Run 1, I/O pins on the die edge:
Pins as bars across the die edge, other pins in gray.
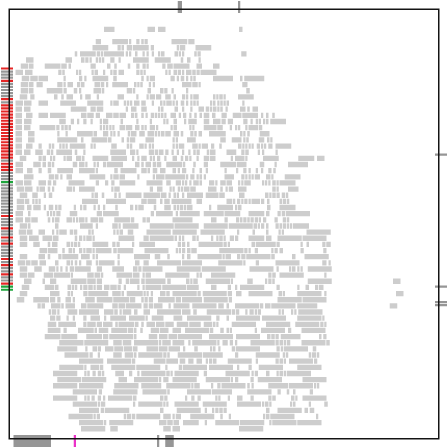
Run 1, clock wires, drivers and flops:
The bar under the picture is 50 um long.
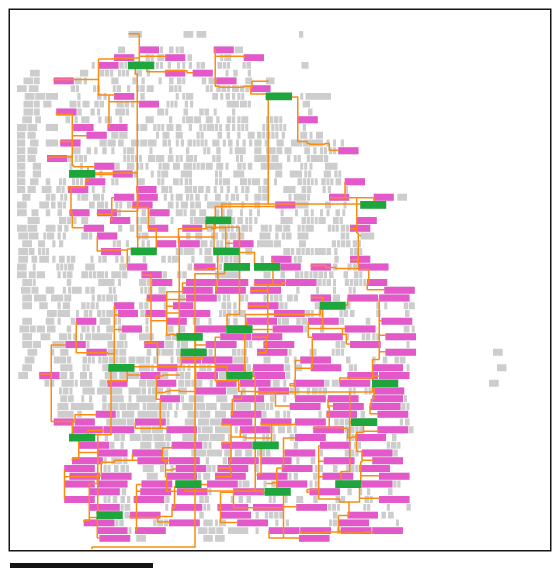
Run 1, register map, names as in the netlist:
Other sequential cells in the stronger gray, the rest of the logic in the fainter gray.
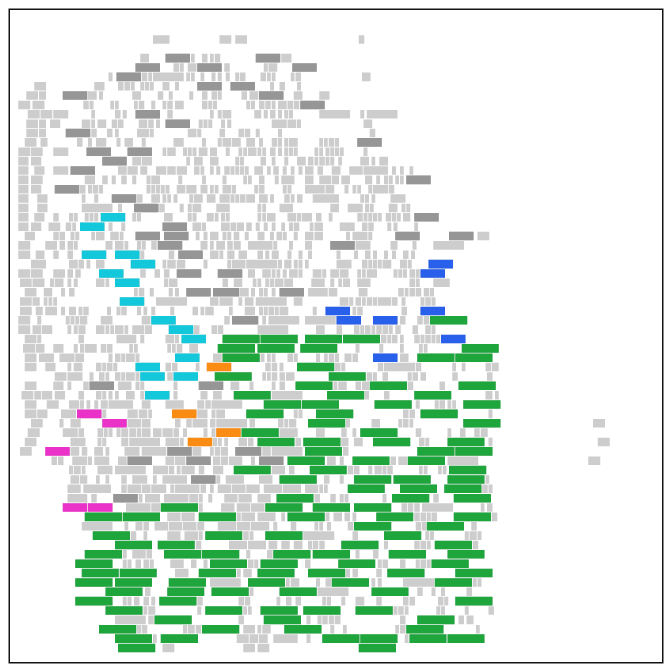
Run 1, met4 routing:
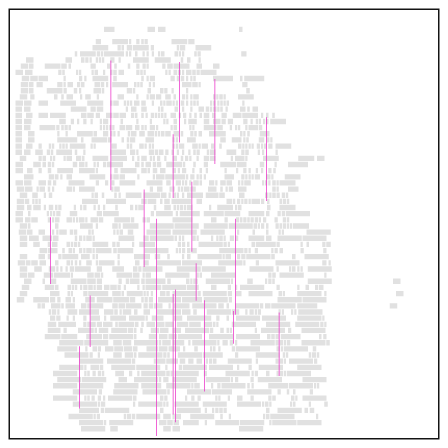
==> config.mk <==
export PLATFORM = sky130hd
export DESIGN_NAME = mmio_uart_tx
export DESIGN_NICKNAME = d
export VERILOG_FILES = /design/src/rtl/mmio_uart_pkg.sv /design/src/rtl/sync_fifo.sv /design/src/rtl/mmio_uart_tx.sv
export SDC_FILE = /design/constraint.sdc
export NUM_CORES = 1
export LEC_CHECK = 0
export ABC_AREA = 1
export CAP_MARGIN = 20
export CORE_MARGIN = 2
export CORE_UTILIZATION = 30
export DETAILED_ROUTE_END_ITERATION = 8
export SYNTH_ARGS = -nofsm -noshare
export SYNTH_HDL_FRONTEND = slang
export SYNTH_SLANG_ARGS = --single-unit
==> constraint.sdc <==
create_clock -name clk -period 2.8 [get_ports clk]
set_input_delay 0.28 -clock clk [delete_from_list [all_inputs] [get_ports clk]]
set_output_delay 0.28 -clock clk [all_outputs]
set_load 0.02 [all_outputs]
==> results.cfg, run 1 <==
; implementation run metrics
[status]
status = finished, violations left
violations = negative setup slack

[cells_and_area]
drive_above_1_share_pct = 18.0
largestClassByArea = flip-flops and latches
clk_share_pct = 5.13
n_antenna_cell = 0
seq_cells = 208
fin_cells = 1870
nNonClkBuffers = 223
area_growth_syn_to_layout_pct = 32.1
nets = 1500
fin_area_sq_um = 13600
inverters = 107

[yosys]
topCombFamilyByArea = simple AND/OR/NAND/NOR gates
synth_cells = 1216
synthArstFlopShare_pct = 0
ys.flop_type = edfxtp_1
synth-simple-area-share_pct = 26.2
yosys.area.top_type = edfxtp_1
syn_area_per_cell_sq_um = 8.48
mux_area_share_pct = 0
yosysTopAreaCellShare_pct = 37.3
yosysUniqueCellTypes = 47
edf_count = 128
ys_warn_count = 0
syn_area_sq_um = 10300
synth_chip_area_sq_um = 10300

[global_route]
grt.busiest_layer = met2
use_met2_pct = 26.9
use_met3_pct = 1.80
grt_overflow = 0

[setup_path]
crit_path_end_kind = register
worst-r2r-setup-slack_ns = -0.31
start_kind = register
cp_num_cells = 22
r2r_cells = 22
cp_max_fo = 4
cpMaxStageDelayCell = fa_2

[power_and_ir_drop]
p_seq_mw = 3.64
internal-power_mw = 6.92
combinationalPowerShare_pct = 41.3
power_per_cell_area_nw_per_um2 = 809

[route]
drt-met1-wl_um = 13000
top_layer = met4
drcViolationCount = 0
wire_per_inst_um = 15.7

[sta]
setup_viol = 134
period_minus_slack_ns = 3.11
fin_worst_skew_ns = 0.0163
fin_ws_ns = -0.312
relSlewSlack_pct = 57.2
rsz0062_at_grt = true
slew_violations = 0
hold_violations = 0
fin_crit_sh_pct = 111

[clocking]
holdBufCountCts = 0
htree_levels = 1
cts_tree = done
clock_latency_ns = 0.53
root_buffer = clkbuf_16
cts.sinks = 208
cts_setup_buffers = 3

[placed_design]
place_hpwl_um = 20400
place_area_sq_um = 12400
place.gp.congestion = 0.894

[floorplan]
tapCellCount = 448

[job]
maxCapViolCount = 0

[worst_hold_path]
hold_path_depth = 4
Back to the opening pictures, 'I/O pins on the die edge':
red -> DataRd  # pins 32, direction output, edge left
magenta -> clk  # pins 1, direction input, edge bottom
green -> DMCtrl  # pins 3, direction input, edge left
all pins by edge = 73 left, 24 bottom, 4 right, 3 top
Die W: 189 um
die height: 189 um
number of port buffers: 85

Back to the opening pictures, 'clock wires, drivers and flops':
orange -> clock wires  # length 2620 um
magenta -> flip-flops  # count 208
green -> clock drivers  # count 23
routed clock nets = 24
P_clk: 2.82 mW
clock share of power: 25.6%

Back to the opening pictures, 'register map, names as in the netlist':
green -> u_fifo.mem_q  # flops 128
orange -> u_fifo.rd_ptr_q  # flops 4
magenta -> u_fifo.count  # flops 5
cyan -> bauddiv_q  # flops 16, where middle left
blue -> data_q  # flops 8, where center
fin util: 40.4%
Seq. cell area: 5450 sq um

Back to the opening pictures, 'met4 routing':
longest straight run = 95.9 um
nets with wire on the layer = 12
wire length on this layer = 686 um
Vias: 9072
drt total wl: 29400 um

Run 1, routing congestion map:
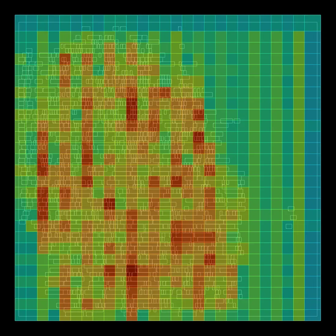

--- run 2 (diff from run 1) ---
==> constraint.sdc (replaced) <==
create_clock -name clk -period 3.56 [get_ports clk]
set_input_delay 0.356 -clock clk [delete_from_list [all_inputs] [get_ports clk]]
set_output_delay 0.356 -clock clk [all_outputs]
set_load 0.02 [all_outputs]
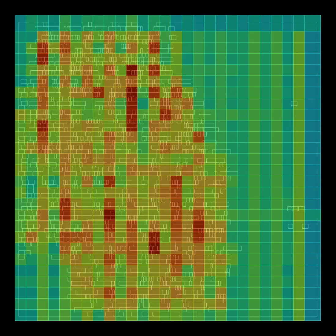
Run 2: routing congestion map
met2 Track Usage GR: 25.3%
GR Util met1: 20.3%
fin util: 37.2%
WL per Instance: 15.1 um

==> results.cfg, run 2 <==
; implementation run metrics
[global_route]
grt.total_usage_pct = 15.0
use_met3_pct = 1.84
grt.busiest_layer = met2
grt_pass1_vias = 8324
grt_overflow = 0

[setup_path]
cp_num_cells = 22
worstPathRequired_ns = 4.00
start_kind = register
r2r_cells = 22
cpMaxStageDelayCell = fa_1
crit_path_end_kind = register
cp_max_fo = 5
worst-r2r-setup-slack_ns = 0.26

[clocking]
holdBufCountCts = 0
clock_latency_ns = 0.50
cts.sinks = 208
root_buffer = clkbuf_16
cts_setup_buffers = 0
htree_levels = 1
cts_tree = done

[route]
top_layer = met4
first_pass_iters = 5
drcViolationCount = 0
drt-met1-wl_um = 12300
drt-total-wl_um = 26800
first_iter_violations = 650
num_vias = 8602

[power_and_ir_drop]
leakagePower_nw = 4.88
power_per_cell_area_nw_per_um2 = 638
clkPwrFrac_pct = 28.9
p_seq_mw = 2.87
p_clk_mw = 2.31
combinationalPowerShare_pct = 35.2
internal-power_mw = 5.04

[yosys]
ys.flop_type = edfxtp_1
synth-simple-area-share_pct = 26.2
syn_area_sq_um = 10300
synthArstFlopShare_pct = 0
yosys.area.top_type = edfxtp_1
ys_cells = 1216
mux_area_share_pct = 0
ys_warn_count = 0
yosysTopAreaCellShare_pct = 37.3
synth_cells = 1216
yosysUniqueCellTypes = 47
syn_area_per_cell_sq_um = 8.48
synth_chip_area_sq_um = 10300
topCombFamilyByArea = simple AND/OR/NAND/NOR gates
edf_count = 128

[cells_and_area]
nNonClkBuffers = 133
area_growth_syn_to_layout_pct = 21.6
nets = 1409
largestClassByArea = flip-flops and latches
seq_cells = 208
fin_area_sq_um = 12500
n_antenna_cell = 0
final_layout_top_logic_cells = nand2_1 (261), nor2_1 (177), edfxtp_1 (128), nand3_1 (122), inv_1 (99)
clk_share_pct = 5.77
inverters = 107
register_area_sq_um = 5450
fin_cells = 1779
area_share_nonclk_buffers_pct = 9.66
drive_above_1_share_pct = 8.94

[floorplan]
die_h_um = 189
tapCellCount = 448
die_width_um = 189

[sta]
period_minus_slack_ns = 3.30
fin_worst_skew_ns = 0.0113
fmaxAchievable_mhz = 303
slew_violations = 0
setup_viol = 0
tns_ns = 0
fin_crit_sh_pct = 92.8
relSlewSlack_pct = 54.3
hold_violations = 0
fin_ws_ns = 0.257
rsz0062_at_grt = true

[status]
status = complete, no violations

[placed_design]
place_hpwl_um = 18400
place.gp.congestion = 0.899
port_buffers = 85
place_area_sq_um = 11800

[job]
maxCapViolCount = 0
warnings = 55

[worst_hold_path]
hold_path_depth = 2
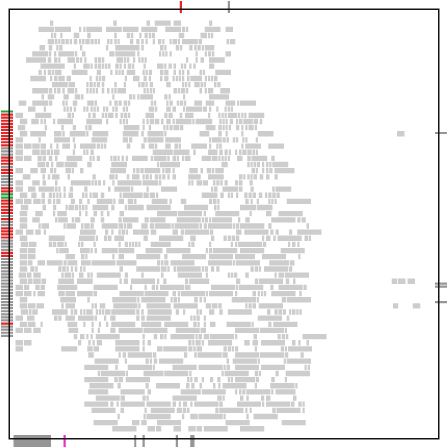
Run 2: I/O pins on the die edge
Pins as bars across the die edge, other pins in gray.
red -> DataRd  # pins 32, direction output, edge 31 left, 1 top
green -> DMCtrl  # pins 3, direction input, edge left
magenta -> clk  # pins 1, direction input, edge bottom

Power figures rest on the tool's default switching activity, not on a simulated workload.
